**Placement by cell class**

Fill, decap, tap and diode cells in gray.
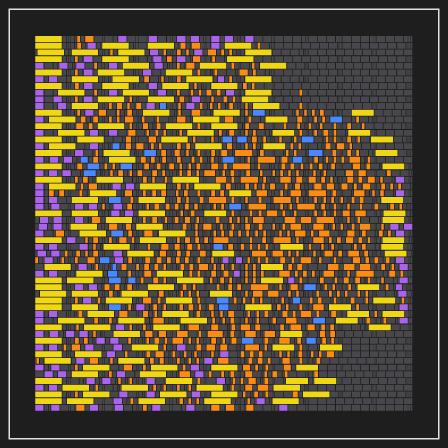
**Layout detail**

Scale bar: 20 um. Region (18, 18) to (68, 68) um. Cells in gray, sequential cells in the stronger gray; small squares are vias.
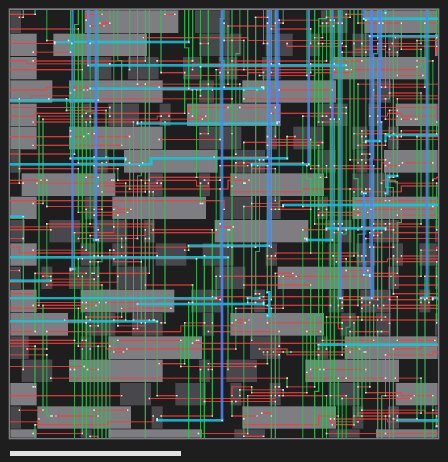
**Where the registers sit**

Other sequential cells in the stronger gray, the rest of the logic in the fainter gray.
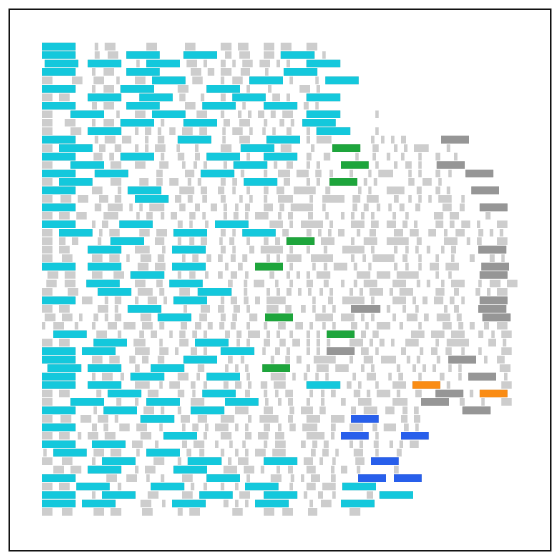
**Cell outlines without signal wires**

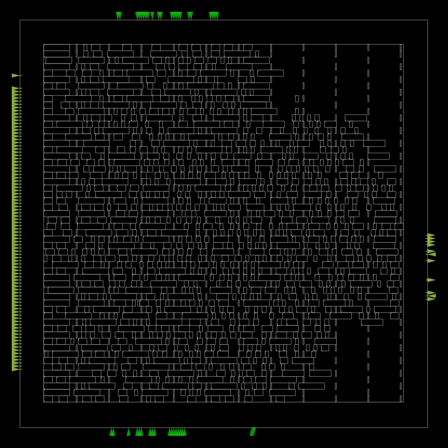
`config.mk`:
```
export PLATFORM = sky130hd
export DESIGN_NAME = matdet_seq
export DESIGN_NICKNAME = d
export VERILOG_FILES = /design/src/rtl/matdet_pkg.sv /design/src/rtl/matdet_perm_decode.sv /design/src/rtl/matdet_seq.sv
export SDC_FILE = /design/constraint.sdc
export NUM_CORES = 1
export LEC_CHECK = 0
export ABC_AREA = 1
export CAP_MARGIN = 30
export CELL_PAD_IN_SITES_DETAIL_PLACEMENT = 2
export CELL_PAD_IN_SITES_GLOBAL_PLACEMENT = 2
export CORE_MARGIN = 10
export CORE_UTILIZATION = 38
export CTS_BUF_LIST = sky130_fd_sc_hd__clkbuf_8
export CTS_CLUSTER_SIZE = 14
export DETAILED_ROUTE_END_ITERATION = 12
export PLACE_DENSITY = 0.94
export SKIP_LAST_GASP = 1
export SYNTH_ARGS = -nofsm -noshare
export SYNTH_HDL_FRONTEND = slang
export SYNTH_SLANG_ARGS = --single-unit
```
`constraint.sdc`:
```
create_clock -name clk -period 16 [get_ports clk]
set_input_delay 3.2 -clock clk [delete_from_list [all_inputs] [get_ports clk]]
set_output_delay 3.2 -clock clk [all_outputs]
set_load 0.1 [all_outputs]
```
`src/rtl/matdet_pkg.sv`:
```
// Shared definitions for the sequential determinant engine: FSM encoding,
// legal matrix orders and helpers for Lehmer-digit / column-index widths.
package matdet_pkg;

    localparam int MIN_N = 2;
    localparam int MAX_N = 6;

    typedef enum logic [1:0] {
        IDLE = 2'd0,
        RUN  = 2'd1,
        DONE = 2'd2
    } state_t;

    // Lehmer digits and column indices both range over 0..N-1.
    function automatic int digit_w(input int n);
        return (n < 2) ? 1 : $clog2(n);
    endfunction

    function automatic int fact(input int n);
        case (n)
            2:       return 2;
            3:       return 6;
            4:       return 24;
            5:       return 120;
            6:       return 720;
            default: return 1;
        endcase
    endfunction

endpackage

```
`src/rtl/matdet_perm_decode.sv`:
```
// Lehmer digits -> permutation columns and sign. Digit k selects the d[k]-th
// still-unused column in ascending order; sign is the parity of the digit sum.
module matdet_perm_decode
    import matdet_pkg::*;
#(
    parameter  int N = 4,
    localparam int W = digit_w(N)
) (
    input  logic [W-1:0] digits [N],
    output logic [W-1:0] cols   [N],
    output logic         neg
);

    // NOTE: every variable written in always_comb gets a default before any
    // conditional assignment; a path that leaves one unassigned infers a latch.
    always_comb begin
        logic [N-1:0] used;
        logic [W-1:0] cnt;
        logic         found;
        used = '0;
        neg  = 1'b0;
        for (int k = 0; k < N; k++) begin
            cols[k] = '0;
            cnt     = '0;
            found   = 1'b0;
            for (int c = 0; c < N; c++) begin
                if (!used[c]) begin
                    if (!found && cnt == digits[k]) begin
                        cols[k] = W'(c);
                        used[c] = 1'b1;
                        found   = 1'b1;
                    end
                    cnt = cnt + 1'b1;
                end
            end
            // Sum of Lehmer digits equals the inversion count.
            neg = neg ^ digits[k][0];
        end
    end

endmodule

```
`src/rtl/matdet_seq.sv`:
```
// Sequential NxN determinant (Leibniz expansion) with one shared multiplier:
// one row-cycle per permutation term, N!*N cycles per matrix, mod 2^DATA_WIDTH.
module matdet_seq
    import matdet_pkg::*;
#(
    parameter int DATA_WIDTH = 8,
    parameter int N          = 4
) (
    input  logic                         clk,
    input  logic                         rst,
    input  logic                         in_valid,
    output logic                         in_ready,
    input  logic [N*N*DATA_WIDTH-1:0]    a,
    output logic                         out_valid,
    input  logic                         out_ready,
    output logic [DATA_WIDTH-1:0]        det
);

    localparam int DW = DATA_WIDTH;
    localparam int W  = digit_w(N);
    localparam logic [W-1:0] LAST_ROW = W'(N - 1);

    if (N < MIN_N || N > MAX_N) begin : g_bad_n
        $error("matdet_seq: N must be in 2..6");
    end

    state_t          state, state_nxt;
    logic [DW-1:0]   mat     [N][N];
    logic [W-1:0]    lehmer  [N];
    logic [W-1:0]    lehmer_nxt [N];
    logic [W-1:0]    cols    [N];
    logic            neg;
    logic [W-1:0]    row;
    logic [W-1:0]    col_j;
    logic [DW-1:0]   elem, product, prod, acc, acc_nxt;
    logic            accept, last_row, last_perm, carry;

    matdet_perm_decode #(.N(N)) u_decode (
        .digits (lehmer),
        .cols   (cols),
        .neg    (neg)
    );

    assign accept = in_valid && in_ready;

    // ---------------- FSM: state register ----------------
    // NOTE: sequential blocks use non-blocking assignments so every register
    // samples pre-edge values; blocking here would create order-dependent races.
    always_ff @(posedge clk or posedge rst) begin
        if (rst) state <= IDLE;
        else     state <= state_nxt;
    end

    // ---------------- FSM: next state ----------------
    always_comb begin
        state_nxt = state;
        case (state)
            IDLE:    if (in_valid)              state_nxt = RUN;
            RUN:     if (last_row && last_perm) state_nxt = DONE;
            DONE:    if (out_ready)             state_nxt = IDLE;
            default:                            state_nxt = IDLE;
        endcase
    end

    // ---------------- FSM: outputs ----------------
    always_comb begin
        in_ready  = (state == IDLE);
        out_valid = (state == DONE);
    end

    // ---------------- datapath combinational ----------------
    always_comb begin
        col_j    = cols[row];
        elem     = mat[row][col_j];
        product  = prod * elem;
        acc_nxt  = neg ? (acc - product) : (acc + product);
        last_row = (row == LAST_ROW);

        // Mixed-radix increment, digit N-2 fastest; digit N-1 is always zero.
        lehmer_nxt = lehmer;
        carry      = 1'b1;
        last_perm  = 1'b1;
        for (int k = N - 2; k >= 0; k--) begin
            if (lehmer[k] != W'(N - 1 - k)) last_perm = 1'b0;
            if (carry) begin
                if (lehmer[k] == W'(N - 1 - k)) begin
                    lehmer_nxt[k] = '0;
                end else begin
                    lehmer_nxt[k] = lehmer[k] + 1'b1;
                    carry         = 1'b0;
                end
            end
        end
    end

    // NOTE: the matrix store has no reset; it is always written on accept
    // before any read, so reset would only add fan-out on a wide register.
    always_ff @(posedge clk) begin
        if (accept) begin
            for (int r = 0; r < N; r++)
                for (int c = 0; c < N; c++)
                    mat[r][c] <= a[(r*N + c)*DW +: DW];
        end
    end

    always_ff @(posedge clk or posedge rst) begin
        if (rst) begin
            prod <= '0;
            acc  <= '0;
            row  <= '0;
            det  <= '0;
            for (int k = 0; k < N; k++) lehmer[k] <= '0;
        end else begin
            case (state)
                IDLE: if (accept) begin
                    prod <= '0;
                    acc  <= '0;
                    row  <= '0;
                    for (int k = 0; k < N; k++) lehmer[k] <= '0;
                end
                RUN: if (last_row) begin
                    acc    <= acc_nxt;
                    row    <= '0;
                    lehmer <= lehmer_nxt;
                    if (last_perm) det <= acc_nxt;
                end else begin
                    prod <= (row == '0) ? elem : product;
                    row  <= row + 1'b1;
                end
                default: ;
            endcase
        end
    end

endmodule

```
==> flow_summary.yaml <==
# yosys + openroad results
status:
  status: "complete, no violations"
logic_synthesis:
  area_leaders: "edfxtp_1 43%, dfrtp_1 9.5%, nand2_1 7.9%"
  yosysUniqueCellTypes: 41
  most_common_cell: "nand2_1"
  numSynthFlops: 162
  synthAdderAreaFrac_pct: 8.63
  syn_avg_cell_area_um2: 9.80
  enable_flop_cells: 128
  ys_async_sr_fraction_pct: 21.0
  synth_xor_xnor_area_share_pct: 2.34
  yosys_area_um2: 8960
  ys_warn_count: 0
  yosys_cells: 915
  largest_area_cell: "edfxtp_1"
  ys_sh_aoi_pct: 8.58
  synthTopLogicFamily: "simple AND/OR/NAND/NOR gates"
  syn_inst: 915
  top_area_share_pct: 42.9
  flop_cell: "edfxtp_1"
  top_cells_by_count: "188 x nand2_1, 128 x edfxtp_1, 98 x inv_1"
  synth_seq_share_pct: 52.4
  synth_area_um2: 8960
grt:
  use_met3_pct: 7.47
  grt_pass1_wl_um: 56800
  busiest_layer: "met2"
  grt_use_total_pct: 24.5
  antenna_found_initial: 1
  gr-total-overflow: 0
final_layout:
  layout.non_clock_buffers: 147
  n_antenna_cell: 1
  nets: 1237
  clock_area_share_pct: 3.51
  layout-drive-gt1-share_pct: 12.1
  buf_share_pct: 13.2
  inverters: 110
  n_clock_buffer: 17
  sh_comb_area_pct: 33.5
  design_area_um2: 11100
  syn2layout_area_growth_pct: 23.4
  largest_cell_class: "flip-flops and latches"
place:
  dpl_cell_area_um2: 10700
  io_buffers: 141
  dp_slack_ns: 7.88
  gp_congestion: 0.855
  dp.cells: 1351
  dp_hpwl_um: 24000
critical_path:
  reg2reg_depth: 44
  crit_required_ns: 16.37
  worstSetupPathDepth: 44
  setup.worst_path.end_class: "flop"
  cp.buffers_inverters: 11
  crit_start: "lehmer[6]$_DFFE_PP0P_"
  r2r_setup_slack_ns: 7.48
  reg2reg_to: "acc[7]$_DFFE_PP0P_"
  cpMostUsedCell: "inv_1"
  slowest_delay_ns: 0.53
  path_delay_family: "adder cells"
  slowest_stage: "fa_1"
clocking:
  cts_root_buf: "clkbuf_8"
  cts_max_level: 4
  clock_sinks: 162
  numCtsBuffers: 17
  cts_setup_buffers: 0
  clk_path_buf_depth: 2
  cts_tree: "done"
  path_clk_slew_ns: 0.10
sta:
  worst_pin_slew_ns: 1.00
  worst_slack_ns: 7.48
  drv_slew: 0
  tns_ns: 0
  relSlewSlack_pct: 33.2
  skew_ns: 0.0233
floorplanning:
  die_h_um: 174
  ioPinCount: 142
  die_x_um: 174
  initial_core_util_pct: 38.4
drt:
  vias_per_cell: 5.55
  m1WireLength_um: 14200
  highest_layer: "met4"
  ant_nets: 0
  wl_met2_um: 18800
  wl_per_cell_um: 27.0
  vias: 7675
  first_iter_violations: 576
run:
  cap_viol_max_count: 0
min_path:
  hp-class: "reg2reg"
  min_from: "det[5]$_DFFE_PP0P_"
Notes on 'placement by cell class' above:
remaining logic cells -> orange  # cells 723, share of their area 39%
registers -> yellow  # cells 162, share of their area 44%
clock drivers and dummy loads -> blue  # cells 32, share of their area 3.6%
remaining buffers and delay cells -> purple  # cells 147, share of their area 14%
Core Util, Final: 47.4%
row cnt: 56
Seq/total area: 42.5%

Notes on 'layout detail' above:
M3 -> cyan
M4 -> blue
M1 -> red
M2 -> green
netlist names of flops here include = mat (25)
cells with their middle in the window = 104
most frequent = edfxtp_1 (25), nand2_1 (21), clkdlybuf4s50_1 (19)
sequential cells in the window = 25

Notes on 'where the registers sit' above:
mat -> cyan  # placed flops 128
lehmer -> blue  # placed flops 6
prod -> green  # placed flops 8, where center
state -> orange  # placed flops 2
area taken by flip-flops and latches: 4700 um^2

Notes on 'cell outlines without signal wires' above:
Core Region: 23300 um^2
n_taps: 319
final cell count without fillers: 1384
FILL cells: 2397

layout by cell type (no fill, tap or decap), types with 31 or more instances in the layout:
master	instances
nand2_1	188
clkdlybuf4s50_1	141
edfxtp_1	128
inv_1	95
nor2_1	77
nand3_1	70
ha_1	41
or2_2	40
dfrtp_1	33
a21oi_1	32
o21ai_0	31
flip-flops by register name, indices dropped and copies added, names as in the netlist:
register / cells
acc: 8
row: 2
det: 8
lehmer: 6
state: 2
mat: 128
prod: 8
